pinout.png
Pins as bars across the die edge, other pins in grey.
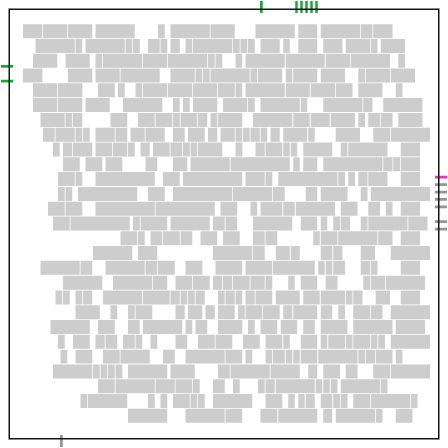
clock_wires.png
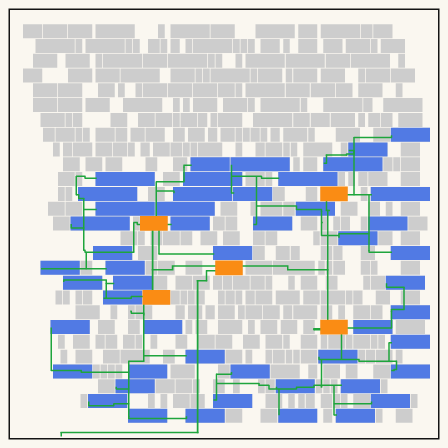
congestion_map.png
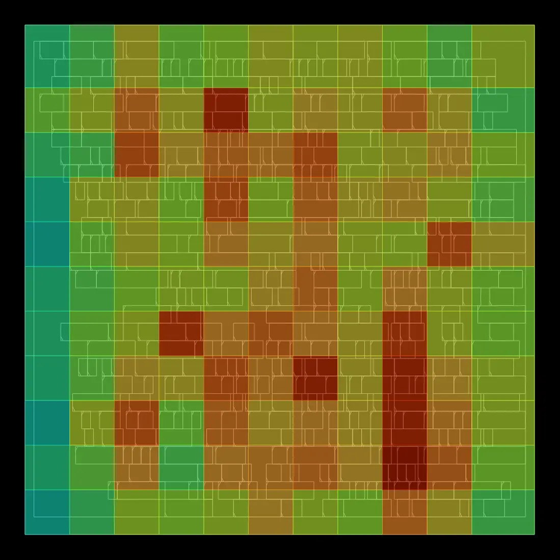
**src/rtl/servo_pkg.sv**
```systemverilog
// Shared types, default timing and the position-to-pulse-width rule for the servo PWM block.
package servo_pkg;

  typedef enum logic [1:0] {
    IDLE = 2'd0,
    HIGH = 2'd1,
    LOW  = 2'd2
  } servo_state_t;

  localparam int unsigned DEF_CLK_HZ   = 100_000_000;
  localparam int unsigned DEF_FRAME_US = 20000;
  localparam int unsigned DEF_MIN_US   = 1000;
  localparam int unsigned DEF_SPAN_US  = 1000;
  localparam int unsigned DEF_POS_W    = 8;

  // Truncating scale: no rounding, the shift stands in for division by 2**pos_w.
  function automatic int unsigned pos_to_us(input int unsigned pos,
                                            input int unsigned min_us,
                                            input int unsigned span_us,
                                            input int unsigned pos_w);
    return min_us + ((pos * span_us) >> pos_w);
  endfunction

endpackage

```
**src/rtl/servo_pwm_ctrl_tick.sv**
```systemverilog
// Microsecond prescaler: one-cycle tick every DIV clocks, held at zero while clear is high.
module us_tick_gen #(
  parameter int unsigned DIV = 100
) (
  input  logic clk,
  input  logic rst,
  input  logic clear,
  output logic tick
);

  localparam int unsigned CW = (DIV > 1) ? $clog2(DIV) : 1;
  localparam logic [CW-1:0] LAST = CW'(DIV - 1);

  logic [CW-1:0] cnt;

  assign tick = (cnt == LAST);

  always_ff @(posedge clk) begin
    if (rst || clear || tick) begin
      cnt <= '0;
    end else begin
      cnt <= cnt + CW'(1);
    end
  end

endmodule

```
**src/rtl/servo_pwm_ctrl.sv**
```systemverilog
// Hobby-servo PWM sequencer: fixed frame, pulse width from a buffered position command applied at frame start.
module servo_pwm_ctrl
  import servo_pkg::*;
#(
  parameter int unsigned CLK_HZ   = DEF_CLK_HZ,
  parameter int unsigned FRAME_US = DEF_FRAME_US,
  parameter int unsigned MIN_US   = DEF_MIN_US,
  parameter int unsigned SPAN_US  = DEF_SPAN_US,
  parameter int unsigned POS_W    = DEF_POS_W
) (
  input  logic             clk,
  input  logic             rst,
  input  logic             enable,
  input  logic             pos_valid,
  input  logic [POS_W-1:0] pos_data,
  output logic             pos_ready,
  output logic             pwm_out,
  output logic             frame_start,
  output logic             busy
);

  localparam int unsigned US_DIV = CLK_HZ / 1_000_000;
  localparam int unsigned US_W   = $clog2(FRAME_US);
  localparam logic [US_W-1:0] FRAME_LAST = US_W'(FRAME_US - 1);
  localparam logic [US_W-1:0] CENTER_US  =
    US_W'(pos_to_us(1 << (POS_W - 1), MIN_US, SPAN_US, POS_W));

  if (MIN_US + SPAN_US >= FRAME_US) begin : g_bad_timing
    $error("servo_pwm_ctrl: MIN_US + SPAN_US must be below FRAME_US");
  end
  if (US_DIV < 1) begin : g_bad_clk
    $error("servo_pwm_ctrl: CLK_HZ must be at least 1 MHz");
  end

  servo_state_t    state, state_nxt;
  logic [US_W-1:0] us_cnt;
  logic [US_W-1:0] active_width;
  logic [US_W-1:0] pend_width;
  logic [US_W-1:0] req_width;
  logic            pend_full;
  logic            us_tick;
  logic            pulse_end, frame_end, start_frame, accept;
  logic            pwm_d, frame_start_d, busy_d;

  us_tick_gen #(
    .DIV(US_DIV)
  ) u_tick (
    .clk  (clk),
    .rst  (rst),
    .clear(state == IDLE),
    .tick (us_tick)
  );

  assign req_width   = US_W'(pos_to_us(32'(pos_data), MIN_US, SPAN_US, POS_W));
  assign pos_ready   = ~pend_full;
  assign accept      = pos_valid && !pend_full;
  assign pulse_end   = (state == HIGH) && us_tick && (us_cnt == active_width - US_W'(1));
  assign frame_end   = (state == LOW) && us_tick && (us_cnt == FRAME_LAST);
  assign start_frame = enable && ((state == IDLE) || frame_end);

  always_ff @(posedge clk) begin
    if (rst) begin
      state <= IDLE;
    end else begin
      state <= state_nxt;
    end
  end

  always_comb begin
    state_nxt = state;
    unique case (state)
      IDLE:    if (enable) state_nxt = HIGH;
      HIGH:    if (pulse_end) state_nxt = LOW;
      LOW:     if (frame_end) state_nxt = enable ? HIGH : IDLE;
      default: state_nxt = IDLE;
    endcase
  end

  always_comb begin
    pwm_d         = (state_nxt == HIGH);
    frame_start_d = start_frame;
    busy_d        = (state_nxt != IDLE);
  end

  always_ff @(posedge clk) begin
    if (rst) begin
      pwm_out     <= 1'b0;
      frame_start <= 1'b0;
      busy        <= 1'b0;
    end else begin
      pwm_out     <= pwm_d;
      frame_start <= frame_start_d;
      busy        <= busy_d;
    end
  end

  // us_cnt runs across both phases so the LOW phase ends at the same count every frame.
  always_ff @(posedge clk) begin
    if (rst || start_frame || frame_end) begin
      us_cnt <= '0;
    end else if (state != IDLE && us_tick) begin
      us_cnt <= us_cnt + US_W'(1);
    end
  end

  // Pending slot only drains on a frame start, so a pulse in flight never changes width.
  always_ff @(posedge clk) begin
    if (rst) begin
      pend_full    <= 1'b0;
      active_width <= CENTER_US;
    end else if (start_frame && pend_full) begin
      pend_full    <= 1'b0;
      active_width <= pend_width;
    end else if (accept) begin
      pend_full    <= 1'b1;
    end
  end

  always_ff @(posedge clk) begin
    if (accept) begin
      pend_width <= req_width;
    end
  end

endmodule

```
**config.mk**
```make
export PLATFORM = sky130hd
export DESIGN_NAME = servo_pwm_ctrl
export DESIGN_NICKNAME = d
export VERILOG_FILES = /design/src/rtl/servo_pkg.sv /design/src/rtl/servo_pwm_ctrl_tick.sv /design/src/rtl/servo_pwm_ctrl.sv
export SDC_FILE = /design/constraint.sdc
export NUM_CORES = 1
export LEC_CHECK = 0
export CORE_UTILIZATION = 65
export CTS_BUF_LIST = sky130_fd_sc_hd__clkbuf_8
export CTS_CLUSTER_DIAMETER = 40
export DETAILED_ROUTE_END_ITERATION = 10
export GPL_ROUTABILITY_DRIVEN = 0
export PLACE_DENSITY_LB_ADDON = 0.3
export SYNTH_ARGS = -nofsm -noshare
export SYNTH_HDL_FRONTEND = slang
export SYNTH_SLANG_ARGS = --single-unit
```
**constraint.sdc**
```tcl
create_clock -name clk -period 11.9 [get_ports clk]
set_input_delay 2.975 -clock clk [delete_from_list [all_inputs] [get_ports clk]]
set_output_delay 2.975 -clock clk [all_outputs]
set_load 0.02 [all_outputs]
```
==> out/metrics.cfg <==
[yosys]
ys_top_cells_by_count = nor2_1, inv_1, ha_1
synth_sequential_area_ratio_pct = 29.07
ys_dominant_reg_cell = dfxtp_1
synth.largest_area_cell = dfxtp_1
synth.area.top_cells = dfxtp_1, ha_1, fa_1
synth_nets = 480
netlist.top_cell.by_instances = nor2_1
yosys_warnings = 0
synth_cells = 408
synth.avg_cell_area_um2 = 9.369
ys_ff = 50
ys_async_sr_fraction_pct = 0
synth-cells-yosys = 408
ys_chip_area_um2 = 3822
mappedNetlistArea_um2 = 3822
synth_largest_type_area_fraction_pct = 20.43
enable_flop_cells = 11

[final_layout]
clk_share_pct = 1.944
buf_share_pct = 3.826
area_growth_syn_to_layout_pct = 7.790
layout.non_clock_buffers = 16
stdcell_area_um2 = 4120
post_route_cells_drive_above_1_share_pct = 4.481
combGateArea_um2 = 2505
final.signal_inverter_count = 47
cell_class_ranked_first_by_area = logic gates
seq_share_pct = 26.97
num-clock-buffers = 5
insertedDiodeCount = 0
number_of_filler_cells_placed_in_the_layout = 394
highest_count_cells_in_the_layout_ignoring_fill_and_taps = nor2_1, inv_1, ha_1, dfxtp_1, xnor2_1
flop-count = 50
nMultiInputCombCells = 303
layout_top_cell_excl_fill_tap = nor2_1
area.sequential_um2 = 1111

[worst_setup_path]
crit_start = pos_data[2]
regToRegStartpoint = u_tick.cnt[0]
timing.rr.end = active_width[3]
critPathRequiredTime_ns = 11.95
worst_path_cell_chain = clkdlybuf4s50_1 > fa_1 > xor2_1 > ha_1 > fa_1 > inv_1 > fa_1 > inv_1 > ha_1 > nor2_1 > a2111oi_0 > nor2_1 > xnor2_1 > ha_1 > or3_1 > nor4_1 > nor2_1 > o32a_1 > o221ai_1 > xor2_1
critical_path.max_fanout = 6
critical-path-top-delay-family = adder cells
critical_setup_path_kind = in2reg
worst_r2r_path_depth = 8
worst_setup_path_end_kind = flip-flop
crit_path_end = pend_width[9]
buffers_and_inverters_on_the_worst_path = 3
worstPathArrival_ns = 9.04
longest_individual_stage_delay_on_the_worst_path_ns = 0.71
critPathLaunchType = input pin
critical_path_depth = 20
ff2ff_setup_slack_ns = 9.24
worst_path_slowest_cell = a2111oi_0

[floorplan]
coreArea_um2 = 5574
std_cell_rows = 27
num_tap_cells = 72
floorplan.io_pins = 16
dieArea_um2 = 6191
die_width_um = 78.69
floorplan.core_util_pct = 68.57

[detailed_routing]
top_layer = met4
vias = 2847
drt_pre_antenna_iters = 4
drtIter0Drc = 146
vias_per_std_cell = 5.740
met3_length_um = 263
drt.antenna.violating_nets = 0
detail_route.wirelength.met1_um = 3531
detail_route.wirelength_um = 7339
route.detailed.drc = 0
wl_met2_um = 3459

[power]
power_density_over_the_cells_nw_per_um2 = 176.4
share_clk_of_total_power_pct = 12.7
total_leakage_power_nw = 1.723
p_sw_mw = 0.2899
p_seq_share_pct = 32.1
power_switching_share_pct = 39.88
p_int_mw = 0.4370
comb_pwr_share_pct = 55.2
total_power_mw = 0.7269
power.ir.vdd_worst_mv = 0.1343

[clocking]
cts_root_buffer = clkbuf_8
cts_h_tree_depth = 2
clock_sink_count = 50
cts_hold_repair.buffers = 0
clkLatencyLatePin_ns = 0.30
clock_path_buffers = 2
tritoncts = built
clk_pin_slew_ns = 0.08
post_cts.resized_instances = 0
cts_setup_buffers = 0
numCtsBuffers = 5

[timing]
setup_tns_ns = 0
max_slew.worst_pin.slew_ns = 0.9648
final-max-slew-violation-count = 0
period_minus_slack_ns = 8.991
finalSetupViolCount = 0
final_clock_period_utilization_by_the_worst_path_pct = 75.55
clock.fmax_mhz = 111.2
rsz0062_at_grt = false
finalHoldViolCount = 0
fin_worst_skew_ns = 0.005711
max_slew_margin_pct = 35.40

[hold_path]
hold_path_end = u_tick.cnt[0]
hold_class = reg2reg
min_delay_path_depth = 1

[placement]
post-dp-hpwl_um = 5865
place_area_um2 = 4040

[global_routing]
grt_start_max_net_pins = 19
global_route_wire_length_before_repair_um = 12830
grt_util_all_layers_pct = 26.22
number_of_antenna_violations_at_the_first_check_in_global_routing = 0
globalRoute.totalOverflow = 0
grt_pass1_vias = 2815

[job]
log.warning_count = 31
cap_violations = 0

[outcome]
status = finished clean

About pinout.png:
frame_start -> magenta  # pins 1, direction output, edge right
pos_data -> green  # pins 8, direction input, edge 6 top, 2 left
number of port buffers: 15
vertical die dimension: 78.69 um

About clock_wires.png:
clock wires -> green  # length 548 um
clock-net drivers -> orange  # count 5
flip-flops -> blue  # count 50
routed clock nets = 6

About congestion_map.png:
post-route core utilization: 73.92%
detailed-route wire length per cell: 14.80 um

==> flip-flops by register name, indices dropped and copies added, names as in the netlist <==
| signal | count |
|---|---|
| state | 2 |
| u_tick.cnt | 7 |
| pend_width | 11 |
| pwm_out | 1 |
| busy | 1 |
| pend_full | 1 |
| frame_start | 1 |
| active_width | 11 |
| us_cnt | 15 |
==> logic make-up (layout without fill, tap and decap cells) <==
group / count (synthesis) / count (layout) / share of synthesized area (%)
AND/OR/NAND/NOR: 141 / 141 / 18.99
adder cells (fa/ha/maj): 60 / 60 / 23.57
buffers and inverters: 55 / 71 / 5.401
XOR/XNOR: 51 / 51 / 11.69
flip-flops: 50 / 50 / 29.07
AND-OR/OR-AND: 45 / 45 / 9.722
multiplexers: 6 / 6 / 1.571
==> power by group through the flow <==
stage	Combinational [mW]	Clock [mW]	Sequential [mW]
final	0.401	0.0920	0.234
after floorplan	0.316	0	0.235
after global placement	0.376	0	0.237
after CTS	0.400	0.0928	0.233
after global routing	0.454	0.101	0.235
after detailed placement	0.394	0	0.237
==> stage by stage <==
| stage | hold WS (ns) | setup WS [ns] | util (%) | cells |
|---|---|---|---|---|
| 2_1_floorplan | 0.4132 | 3.814 | - | 408 |
| 3_3_place_gp | 0.4269 | 2.935 | 72.48 | 488 |
| 3_5_place_dp | 0.4376 | 2.631 | 72.48 | 488 |
| 4_1_cts | 0.4529 | 2.931 | 73.92 | 496 |
| 5_1_grt | 0.4827 | 2.510 | 73.92 | 496 |
| 6_report | 0.4557 | 2.909 | 73.92 | 496 |
==> metal layers <==
layer | GRT usage (%) | up-vias
li1 | - | 1427
met1 | 36.28 | 1356
met2 | 42.78 | 54
met3 | 3.605 | 10
met4 | 7.037 | 0
met5 | 0 | -
Power is estimated from default activity; no workload was simulated.
